`config.mk`:
```
export PLATFORM = sky130hd
export DESIGN_NAME = ins_fetch_ctrl
export DESIGN_NICKNAME = d
export VERILOG_FILES = /design/src/rtl/ins_pkg.sv /design/src/rtl/pc_reg.sv /design/src/rtl/ins_fetch_ctrl.sv
export SDC_FILE = /design/constraint.sdc
export NUM_CORES = 1
export LEC_CHECK = 0
export ABC_AREA = 1
export CORE_MARGIN = 8
export CORE_UTILIZATION = 43
export CTS_CLUSTER_DIAMETER = 120
export DETAILED_ROUTE_END_ITERATION = 8
export PLACE_DENSITY = 0.75
export SYNTH_ARGS = -nofsm -noshare
export SYNTH_HDL_FRONTEND = slang
export SYNTH_SLANG_ARGS = --single-unit
```
`constraint.sdc`:
```
create_clock -name clk -period 1.1 [get_ports clk]
set_input_delay 0.22 -clock clk [delete_from_list [all_inputs] [get_ports clk]]
set_output_delay 0.22 -clock clk [all_outputs]
set_load 0.02 [all_outputs]
```
`src/rtl/ins_pkg.sv`:
```
// Shared opcodes, one-hot FSM states and opcode-length helper for the fetch controller.
// Latency: n/a (definitions only); no flow control.
package ins_pkg;

    localparam logic [3:0] OP_MOVI = 4'b0010;
    localparam logic [3:0] OP_HALT = 4'b0011;
    localparam logic [3:0] OP_JMP  = 4'b1010;
    localparam logic [3:0] OP_JG   = 4'b1011;

    typedef enum logic [6:0] {
        IDLE  = 7'b000_0001,
        FETCH = 7'b000_0010,
        LATCH = 7'b000_0100,
        OPF   = 7'b000_1000,
        OPL   = 7'b001_0000,
        EXEC  = 7'b010_0000,
        HALT  = 7'b100_0000
    } state_t;

    // Bit positions in the one-hot vector, used to decode outputs straight off a flop.
    localparam int EXEC_BIT = 5;
    localparam int HALT_BIT = 6;

    function automatic logic is_two_byte(input logic [3:0] op);
        return (op == OP_MOVI) || (op == OP_JMP) || (op == OP_JG);
    endfunction

endpackage

```
`src/rtl/pc_reg.sv`:
```
// Program counter: load wins over increment, wraps modulo 2^ADDR_W.
// Latency: updates on the next edge; also exposes the next value combinationally.
module pc_reg #(
    parameter int ADDR_W = 8
) (
    input  logic              clk,
    input  logic              rst_n,
    input  logic              inc,
    input  logic              load,
    input  logic [ADDR_W-1:0] load_val,
    output logic [ADDR_W-1:0] value,
    output logic [ADDR_W-1:0] next_value
);

    always_comb begin
        next_value = value;
        if (load)
            next_value = load_val;
        else if (inc)
            next_value = value + ADDR_W'(1);
    end

    always_ff @(posedge clk) begin
        if (!rst_n)
            value <= '0;
        else
            value <= next_value;
    end

endmodule

```
`src/rtl/ins_fetch_ctrl.sv`:
```
// Fetch/sequence controller feeding the decoder: 3 cycles per 1-byte, 5 per 2-byte instruction.
// Stalls in EXEC while ex_wait is high; run is only honoured in IDLE.
module ins_fetch_ctrl
    import ins_pkg::*;
#(
    parameter int ADDR_W = 8,
    parameter int DATA_W = 8
) (
    input  logic              clk,
    input  logic              rst_n,
    input  logic              run,
    output logic [ADDR_W-1:0] rom_addr,
    input  logic [DATA_W-1:0] rom_data,
    output logic [3:0]        ir,
    output logic [3:0]        ir_lo,
    output logic [7:0]        imm,
    output logic              en,
    input  logic              flag_gt,
    input  logic              ex_wait,
    output logic [ADDR_W-1:0] pc,
    output logic              halted
);

    state_t            state, state_nxt;
    logic [6:0]        state_vec;
    logic              pc_inc, pc_load;
    logic              ir_ld, imm_ld;
    logic [ADDR_W-1:0] pc_nxt;

    pc_reg #(.ADDR_W(ADDR_W)) u_pc (
        .clk        (clk),
        .rst_n      (rst_n),
        .inc        (pc_inc),
        .load       (pc_load),
        .load_val   (ADDR_W'(imm)),
        .value      (pc),
        .next_value (pc_nxt)
    );

    always_comb begin
        state_nxt = state;
        pc_inc    = 1'b0;
        pc_load   = 1'b0;
        ir_ld     = 1'b0;
        imm_ld    = 1'b0;
        case (state)
            IDLE:  if (run) state_nxt = FETCH;
            FETCH: state_nxt = LATCH;
            LATCH: begin
                ir_ld     = 1'b1;
                pc_inc    = 1'b1;
                // Decide length from the byte being latched; it is the same opcode ir takes.
                state_nxt = is_two_byte(rom_data[7:4]) ? OPF : EXEC;
            end
            OPF:   state_nxt = OPL;
            OPL: begin
                imm_ld    = 1'b1;
                pc_inc    = 1'b1;
                state_nxt = EXEC;
            end
            EXEC: begin
                if (!ex_wait) begin
                    if (ir == OP_HALT) begin
                        state_nxt = HALT;
                    end else begin
                        pc_load   = (ir == OP_JMP) || ((ir == OP_JG) && flag_gt);
                        state_nxt = FETCH;
                    end
                end
            end
            HALT:    state_nxt = HALT;
            default: state_nxt = IDLE;
        endcase
    end

    always_ff @(posedge clk) begin
        if (!rst_n)
            state <= IDLE;
        else
            state <= state_nxt;
    end

    // rom_addr shadows the next pc so the ROM sees the fetch address as a flop output.
    always_ff @(posedge clk) begin
        if (!rst_n) begin
            rom_addr <= '0;
            ir       <= '0;
            ir_lo    <= '0;
            imm      <= '0;
        end else begin
            rom_addr <= pc_nxt;
            if (ir_ld) begin
                ir    <= rom_data[7:4];
                ir_lo <= rom_data[3:0];
            end
            if (imm_ld)
                imm <= rom_data[7:0];
        end
    end

    assign state_vec = state;
    assign en        = state_vec[EXEC_BIT];
    assign halted    = state_vec[HALT_BIT];

endmodule
```
Cell sizes after repair:
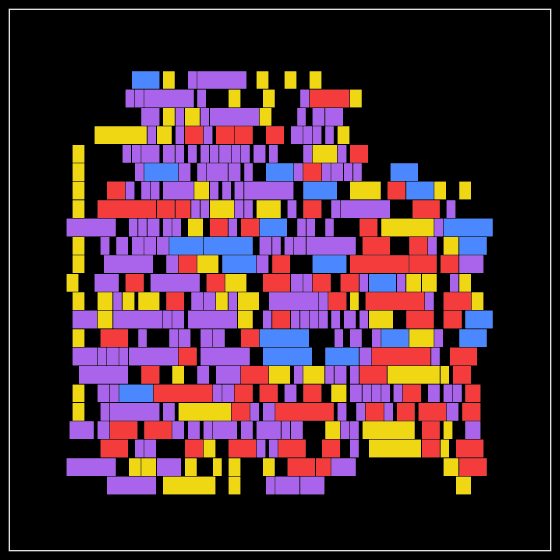
x1 and smaller: drawn in purple, cells 187, share 53%. x2: drawn in yellow, cells 73, share 21%. x6 and larger: drawn in blue, cells 21, share 6.0%. x3 and x4: drawn in red, cells 70, share 20%.

Metal 1:
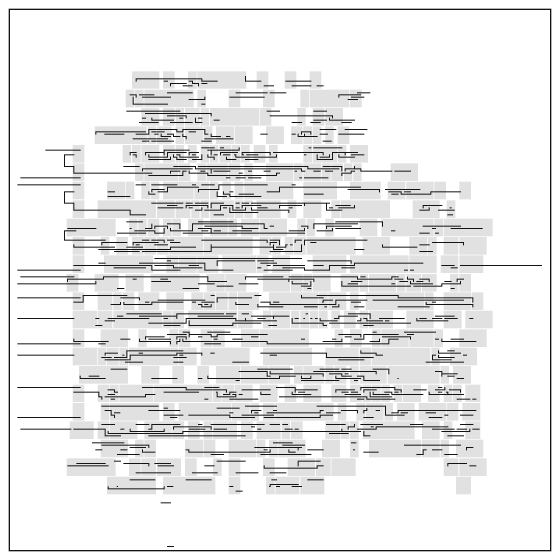
The layer holds 43% of the routed length. 331 nets have wire on it. The layer carries 2270 um of wire.

==> results.tsv <==
metric	value	unit
GRT overflow	0	
end of the worst hold path	imm[6]$_SDFFE_PN0P_	
main flop type	dfxtp_1	
Reg2Reg Setup Slack	-240	ps
area share, top type	35.6	%
Worst Setup End Kind	flop	
vias in the first global route	1963	
Slew @ Worst Pin	299	ps
# Cells Yosys	260	
OpenROAD warnings	29	
logic area	1040	sq um
clk_skew	9.13	ps
Synth area leaders	dfxtp_1, nor2_1, nand2_1, inv_1, o21ai_0	
core region area	3940	sq um
Max Slew Vio Count	0	
Seq share, synth	35.6	%
Routed met2 length	2690	um
Adder Share, Synth	0.717	%
Final Cycle Share	122	%
Power Clock	0.00101	W
Port Buffers	46	
inverters	34	
failing checks	negative setup slack	
NonClk Buf Share	27.5	%
sequential cell fraction of total power	38.3	%
end of the critical path	imm[6]$_SDFFE_PN0P_	
Top Layer Used	met4	
fill count	315	
final core area utilization	69.8	%
worst setup path category	reg2reg	
Reg-to-Reg Start	state[0]$_SDFFE_PN1P_	
Dominant comb cell	simple AND/OR/NAND/NOR gates	
initial antenna violation count	0	
ys async rst share	0	%
H-tree levels	2	
number of diodes	0	
all-layer global routing usage	16.2	%
met2 usage	28.2	%
detailed-route DRC error count	0	
crit path time final	1340	ps
Comb pwr share	31.1	%
RSZ-0062 raised after global routing	yes	
Worst EP required	1270	ps
FF/Latch Area	652	sq um
drt via density	4.85	
Commonest Layout Cell	nand2_1	
syn_area_per_cell	6.71	sq um
simple share	40.6	%
Die Y	79.7	um
clock buffer count	7	
GR peak layer	met2	
yosys xor share	0.502	%
root buffer cell	clkbuf_8	
Synthesized registers	31	
Final setup viols	30	
Metal-1 WL	2270	um
Clock transition at path regs	70	ps
Sw Pwr	0.00104	W
Clk pwr share	30.7	%
DP Area	2560	sq um
Worst Setup SP	state[0]$_SDFFE_PN1P_	
most common cell in the netlist	nor2_1	
WL final	5240	um
Unique cell types	24	
largest net degree at the start of global routing	23	
Worst Hold Launch	imm[6]$_SDFFE_PN0P_	
Max-slew headroom	79.9	%
outcome	finished, violations left	
Layout Nets	364	
pwr dens	1190	nW/um^2
DP HPWL	3630	um
final setup TNS	-4970	ps
Routed met3 length	222	um
Flop+latch power	0.00126	W
DRT antenna net count	0	
Leading cell kind	logic gates	
Top Layout Cells	nand2_1, buf_4, nor2_1, buf_2, inv_1	
First-pass DRT Iterations	4	
Max IR drop VDD	0.00104	V
Starting Density	44.2	%
Syn Nets	274	
cell row count	23	
Max-Cap Viols	0	
aoi share	8.32	%
Final WS setup	-244	ps
YS chip area	1740	sq um
largest area contributor in the netlist	dfxtp_1	
CP Data Arrival Time	1520	ps
Int Power	0.00224	W
combinational gates	180	
f_max	744	MHz
clk_lat worst skew	280	ps
Starting DRT DRC Count	99	
number of enable flip-flop cells	0	
Synth Instances	260	
Top Consumer	sequential cells	
Non-clock buffers	98	
Num CTS Buffers	5	
Sw Ratio	31.8	%
CTS tree	done	
Setup crit start kind	flop	
post-CTS sizing	173	
Worst Hold Path Cells	2	
routing usage on met1	18.5	%
Max Fanout on Critical Path	8	
tap cells	50	
first-pass GRT wire length	8380	um
==> worst max-delay path, cell delays in order (launching register included) <==
cell and delay, ps:
dfxtp_2 340, nor2_4 150, nand2_4 90, nor2_4 100, buf_6 130, clkinvlp_4 200
o21ai_2 170, a21oi_1 50
==> sequential cells by signal, indices dropped and copies added, names as in the netlist <==
register,count
ir,4
imm,8
state,7
ir_lo,4
u_pc.value,8
==> per-stage QoR <==
step	hold slack, ps	std cells	total power [W]	worst slack, ps
detailed placement	487	384	0.00221	-473
global placement	482	384	0.00218	-435
floorplan	355	260	0.00177	-136
global route	533	401	0.00345	-351
CTS	495	397	0.00326	-201
finish	511	401	0.00328	-244
Power and IR drop assume default switching activity.
